File: src/rtl/core_seq.sv
// Core control sequencer: fetch, execute, multi-beat data access and
// prioritised interrupt entry/exit, with a per-handshake bus timeout.
module core_seq #(
    parameter int NUM_IRQ   = 4,
    parameter int MAX_BEATS = 4,
    parameter int TIMEOUT   = 255,
    parameter int IDW       = (NUM_IRQ > 1) ? $clog2(NUM_IRQ) : 1,
    parameter int BW        = $clog2(MAX_BEATS + 1)
) (
    input  logic               clk_i,
    input  logic               res_n_i,
    input  logic               instr_gnt_i,
    input  logic               instr_r_valid_i,
    output logic               instr_req_o,
    input  logic               data_gnt_i,
    input  logic               data_r_valid_i,
    output logic               data_req_o,
    output logic               data_we_o,
    input  logic               mem_access_i,
    input  logic               mem_write_i,
    input  logic [BW-1:0]      beats_i,
    output logic [BW-1:0]      beat_idx_o,
    input  logic               mret_exec_i,
    input  logic [NUM_IRQ-1:0] irq_i,
    input  logic               irq_en_i,
    output logic               irq_ack_o,
    output logic [IDW-1:0]     irq_id_o,
    output logic               in_handler_o,
    output logic               pc_en_o,
    output logic               pc_backup_en_o,
    output logic               instr_en_o,
    output logic               instr_done_o,
    output logic               bus_err_o
);

    // state   | meaning
    // INIT    | first cycle after reset
    // IF_REQ  | instruction request, waiting for grant
    // IF_WAIT | waiting for instruction read data
    // EXE     | execute / decode sampling, PC update
    // D_REQ   | data request, waiting for grant
    // D_WAIT  | load beat granted, waiting for read data
    // TRAP    | interrupt entry, one cycle
    // ERR     | bus timeout report, one cycle, refetch follows
    typedef enum logic [2:0] {
        INIT, IF_REQ, IF_WAIT, EXE, D_REQ, D_WAIT, TRAP, ERR
    } state_t;

    localparam int            TW     = (TIMEOUT > 1) ? $clog2(TIMEOUT + 1) : 1;
    localparam logic [TW-1:0] TO_CNT = TW'(TIMEOUT);

    state_t               state_q, state_d;
    logic [BW-1:0]        beat_idx_q, beat_idx_d;
    logic [BW-1:0]        beats_q, beats_d;
    logic                 we_q, we_d;
    logic [TW-1:0]        tmo_q, tmo_d;
    logic [NUM_IRQ-1:0]   pending_q, pending_d;
    logic                 in_handler_q, in_handler_d;
    logic [IDW-1:0]       irq_id_q, irq_id_d;

    logic                 instr_req_q, instr_en_q, pc_en_q, pc_backup_en_q;
    logic                 irq_ack_q, data_req_q, data_we_q, bus_err_q;

    logic                 waiting, hs, beat_done, trap_go;
    logic [BW-1:0]        beats_eff;

    always_comb begin
        beats_eff = beats_i;
        if (beats_i == '0) begin
            beats_eff = BW'(1);
        end else if (beats_i > BW'(MAX_BEATS)) begin
            beats_eff = BW'(MAX_BEATS);
        end
    end

    // An MRET retiring in EXE already counts as having left the handler.
    assign trap_go = irq_en_i && !in_handler_d && (|pending_q);

    always_comb begin
        in_handler_d = in_handler_q;
        if (state_q == EXE && mret_exec_i) begin
            in_handler_d = 1'b0;
        end else if (state_q == TRAP) begin
            in_handler_d = 1'b1;
        end
    end

    always_comb begin
        state_d      = state_q;
        beat_idx_d   = beat_idx_q;
        beats_d      = beats_q;
        we_d         = we_q;
        tmo_d        = '0;
        pending_d    = pending_q | irq_i;
        irq_id_d     = irq_id_q;
        instr_done_o = 1'b0;
        waiting      = 1'b0;
        hs           = 1'b0;
        beat_done    = 1'b0;

        case (state_q)
            INIT: state_d = IF_REQ;
            IF_REQ: begin
                waiting = 1'b1;
                hs      = instr_gnt_i;
                if (hs) state_d = IF_WAIT;
            end
            IF_WAIT: begin
                waiting = 1'b1;
                hs      = instr_r_valid_i;
                if (hs) state_d = EXE;
            end
            EXE: begin
                we_d       = mem_write_i;
                beats_d    = beats_eff;
                beat_idx_d = '0;
                if (mem_access_i) begin
                    state_d = D_REQ;
                end else begin
                    instr_done_o = 1'b1;
                    state_d      = trap_go ? TRAP : IF_REQ;
                end
            end
            D_REQ: begin
                waiting = 1'b1;
                hs      = data_gnt_i;
                if (hs) begin
                    if (we_q) beat_done = 1'b1;
                    else      state_d   = D_WAIT;
                end
            end
            D_WAIT: begin
                waiting   = 1'b1;
                hs        = data_r_valid_i;
                beat_done = hs;
            end
            TRAP: begin
                for (int i = 0; i < NUM_IRQ; i++) begin
                    if (irq_id_q == IDW'(i)) pending_d[i] = 1'b0;
                end
                state_d = IF_REQ;
            end
            ERR:     state_d = IF_REQ;
            default: state_d = INIT;
        endcase

        if (beat_done) begin
            if ((beat_idx_q + BW'(1)) < beats_q) begin
                beat_idx_d = beat_idx_q + BW'(1);
                state_d    = D_REQ;
            end else begin
                instr_done_o = 1'b1;
                state_d      = trap_go ? TRAP : IF_REQ;
            end
        end

        // A handshake in the terminal-count cycle takes priority over the timeout.
        if (waiting && !hs && (TIMEOUT != 0)) begin
            if (tmo_q == TO_CNT) begin
                state_d = ERR;
            end else begin
                tmo_d = tmo_q + TW'(1);
            end
        end

        if (state_d == TRAP) begin
            for (int i = NUM_IRQ - 1; i >= 0; i--) begin
                if (pending_d[i]) irq_id_d = IDW'(i);
            end
        end
    end

    always_ff @(posedge clk_i or negedge res_n_i) begin
        if (!res_n_i) begin
            state_q        <= INIT;
            beat_idx_q     <= '0;
            beats_q        <= '0;
            we_q           <= 1'b0;
            tmo_q          <= '0;
            pending_q      <= '0;
            in_handler_q   <= 1'b0;
            irq_id_q       <= '0;
            instr_req_q    <= 1'b0;
            instr_en_q     <= 1'b0;
            pc_en_q        <= 1'b0;
            pc_backup_en_q <= 1'b0;
            irq_ack_q      <= 1'b0;
            data_req_q     <= 1'b0;
            data_we_q      <= 1'b0;
            bus_err_q      <= 1'b0;
        end else begin
            state_q        <= state_d;
            beat_idx_q     <= beat_idx_d;
            beats_q        <= beats_d;
            we_q           <= we_d;
            tmo_q          <= tmo_d;
            pending_q      <= pending_d;
            in_handler_q   <= in_handler_d;
            irq_id_q       <= irq_id_d;
            instr_req_q    <= (state_d == IF_REQ);
            instr_en_q     <= (state_d == IF_WAIT);
            pc_en_q        <= (state_d == EXE) || (state_d == TRAP);
            pc_backup_en_q <= (state_d == TRAP);
            irq_ack_q      <= (state_d == TRAP);
            data_req_q     <= (state_d == D_REQ);
            data_we_q      <= (state_d == D_REQ) && we_d;
            bus_err_q      <= (state_d == ERR);
        end
    end

    assign instr_req_o    = instr_req_q;
    assign instr_en_o     = instr_en_q;
    assign pc_en_o        = pc_en_q;
    assign pc_backup_en_o = pc_backup_en_q;
    assign irq_ack_o      = irq_ack_q;
    assign irq_id_o       = irq_id_q;
    assign in_handler_o   = in_handler_q;
    assign data_req_o     = data_req_q;
    assign data_we_o      = data_we_q;
    assign bus_err_o      = bus_err_q;
    assign beat_idx_o     = beat_idx_q;

endmodule
File: config.mk
export PLATFORM = sky130hd
export DESIGN_NAME = core_seq
export DESIGN_NICKNAME = d
export VERILOG_FILES = /design/src/rtl/core_seq.sv
export SDC_FILE = /design/constraint.sdc
export NUM_CORES = 1
export LEC_CHECK = 0
export CELL_PAD_IN_SITES_DETAIL_PLACEMENT = 0
export CELL_PAD_IN_SITES_GLOBAL_PLACEMENT = 1
export CORE_MARGIN = 2
export CORE_UTILIZATION = 41
export CTS_BUF_LIST = sky130_fd_sc_hd__clkbuf_4
export DETAILED_ROUTE_END_ITERATION = 10
export MAX_ROUTING_LAYER = met4
export PLACE_DENSITY_LB_ADDON = 0.08
export SLEW_MARGIN = 0
export SYNTH_ARGS = -nofsm -noshare
export SYNTH_HDL_FRONTEND = slang
export SYNTH_SLANG_ARGS = --single-unit
File: constraint.sdc
create_clock -name clk_i -period 2.7 [get_ports clk_i]
set_clock_uncertainty 0.1 [all_clocks]
set_input_delay 0.54 -clock clk_i [delete_from_list [all_inputs] [get_ports clk_i]]
set_output_delay 0.54 -clock clk_i [all_outputs]
set_load 0.01 [all_outputs]
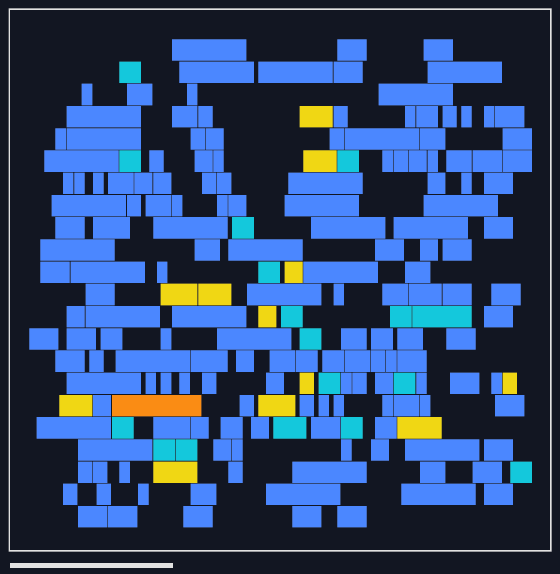
(images/sizing.png)
Bar = 20 um.
blue -> x1 and smaller  # cells 163, share 84%
cyan -> x3 and x4  # cells 17, share 8.8%
orange -> x6 and larger  # cells 1, share 0.52%
yellow -> x2  # cells 12, share 6.2%
Finished Cell Area: 0.00206 mm2
P&R area growth vs syn: 30.5%
count of plain and timing-repair buffers: 40
final setup margin: -0.0579 ns

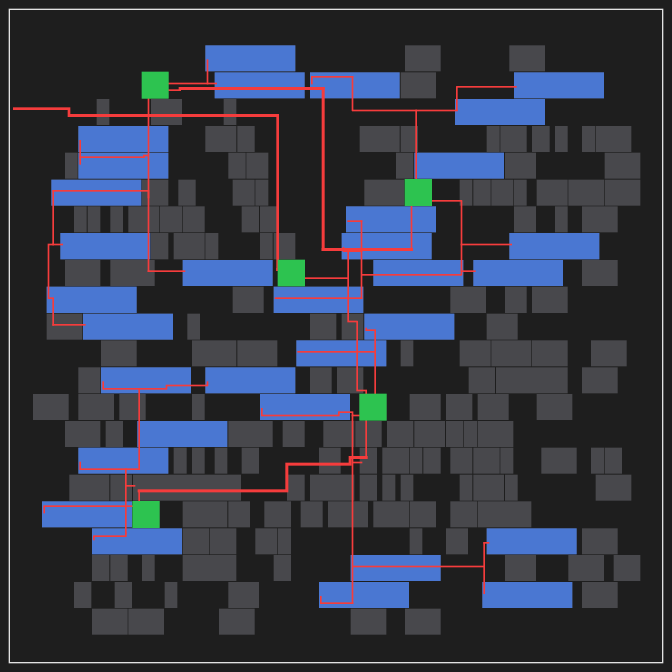
(images/clock_wires.png)
green -> clock-net drivers  # count 5
red -> clock wires  # length 424 um
blue -> flip-flops  # count 32
flops lie = spread over the die
routed clock nets = 6
clk ins delay skew pair: 0.33 ns
Clk. pwr: 367 uW
Clock Power Share: 20.6%

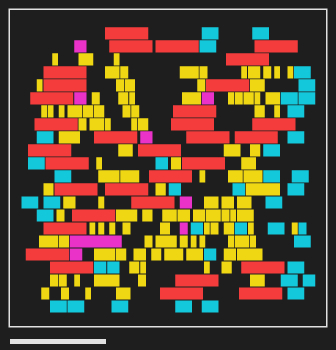
(images/class_map.png)
Bar = 20 um.
cyan -> remaining buffers and delay cells  # cells 40, share of their area 19%
yellow -> remaining logic cells  # cells 113, share of their area 37%
magenta -> clock drivers and dummy loads  # cells 8, share of their area 4.0%
red -> registers  # cells 32, share of their area 40%
register share of the cell area: 38.8%
post-layout util: 56.0%

==> impl_metrics.toml <==
# implementation run metrics
[layout]
clkCellAreaFrac_pct = 3.88
buf_share_pct = 18.1
top_regs = "tmo_q x8, pending_q x4"
comb_area_share_pct = 34.5
clock_buffer_count = 6
nFillCells = 360
seqCellArea_um2 = 801
final-comb-area_um2 = 713
largest_reg_flops = 8
stdcell_count = 241
diodes = 0
top_register = "tmo_q"
mostFrequentLayoutCells = "dfrtp_1 (32), clkdlybuf4s50_1 (30), nor2_1 (16), inv_1 (10), buf_4 (9)"
nNetsFinal = 213
flops = 32
n_all_inverters = 10

[yosys]
synth_area_mm2 = 0.00158
yosys_most_used_dff = "dfrtp_1"
top_area_cell = "dfrtp_1"
synthCells = 150
synth_top_area_share_pct = 50.6
topCellsByArea = "dfrtp_1 (51%), nor2_1 (3.8%), ha_1 (3.2%), mux2_2 (2.8%), inv_1 (2.4%)"
synthMuxAreaShare_pct = 3.48
ys_sh_xor_pct = 3.32
edf_count = 0
syn_avg_cell_area_um2 = 10.5
synthAoiAreaFrac_pct = 13.7
synth_adder_area_share_pct = 3.16
yosys.area_share.simple_pct = 21.3
yosysCellCount = 150
synth.comb.largest_family = "simple AND/OR/NAND/NOR gates"

[floorplanning]
dieHeight_um = 66.1
rows = 22
dieArea_mm2 = 0.00437
io-pin-count = 32
die_w_um = 66.1

[clock_tree]
ctsHoldBuffers = 0
cts_tree = "done"
postCtsSetupBuffers = 0
cts-resized-gates = 5
root_buffer = "clkbuf_4"
clkSinkCount = 32
cts_max_path_buffers = 2

[worst_setup_path]
critPathLaunch = "beat_idx_o[1]"
crit_path_end_kind = "output pin"
r2r_start = "beat_idx_o[1]"
slowest_stage = "dfrtp_1"
path_buffers = 2
r2r-end = "irq_id_o[1]"
arrival_ns = 2.12
r2r_cells = 9
cpPeakStageDelay_ns = 0.40
crit_required_ns = 2.06
worst_setup_path_start_kind = "flip-flop"
path_delay_family = "AND-OR/OR-AND gates"
rrSetupSlack_ns = 0.16
path_cells = "ha_2 > xor2_1 > ha_1 > nand2_1 > o21a_1 > o32a_1 > inv_1 > buf_2"
worstPathMaxFanout = 2
cp_num_cells = 8

[outcome]
violations = "negative setup slack"
status = "finished with violations"

[timing]
setup_violations = 1
setup_ws_ns = -0.0579
finalMaxSlewViolations = 0
final_hold_viol_count = 0
holdWs_ns = 0.391
period_used_pct = 102
worst_pin_slew_ns = 0.500
fmax_mhz = 363

[place]
io_buffers = 31
place_congestion = 0.863
place_ws_ns = -0.164
dp_hpwl_um = 2430

[routing]
routed-wl-met3_um = 240
routedWlPerCell_um = 13.6
vias = 1248
drc = 0
drtPass1Iterations = 4
drtIter0Drc = 144
wl_met1_um = 1470
vias_per_cell = 5.18
ant_nets = 0
routed.top_layer = "met4"

[global_routing]
grt_use_met2_pct = 25.6
antenna_found_initial = 0
grt_usage_pct = 17.6
grt-busiest-layer = "met2"
use_met1_pct = 22.3
grt-ovfl-total = 0
use_met3_pct = 5.96
grt_pass1_wl_um = 5510
grt_max_degree = 33

[hold_path]
worstHoldStart = "beats_q[0]"
min_to = "beats_q[0]"
hold_depth = 2
hold_path.class = "reg -> reg"

[power]
p_leak_nw = 0.918
p_int_mw = 1.18
powerDensity_mw_per_mm2 = 865
swShare_pct = 34.1
comb_power_share_pct = 41.1

[flow_run]
drv_cap = 0
warning_count = 28
[cell usage after synthesis, types with 4 or more instances]
cell / number
a21oi_1: 6
and3_1: 4
o21ai_0: 6
nand2b_1: 4
mux2_2: 4
dfrtp_1: 32
ha_1: 4
nor2_1: 16
nand3_1: 7
xor2_1: 4
nand2_1: 7
inv_1: 10
[power by group through the flow]
| stage | Clock (mW) | Sequential (mW) | Combinational [mW] |
|---|---|---|---|
| 2_1_floorplan | 0 | 0.679 | 0.449 |
| 3_3_place_gp | 0 | 0.690 | 0.731 |
| 3_5_place_dp | 0 | 0.693 | 0.739 |
| 4_1_cts | 0.381 | 0.685 | 0.746 |
| 5_1_grt | 0.410 | 0.705 | 0.818 |
| 6_report | 0.367 | 0.685 | 0.733 |
Power and IR drop assume default switching activity.
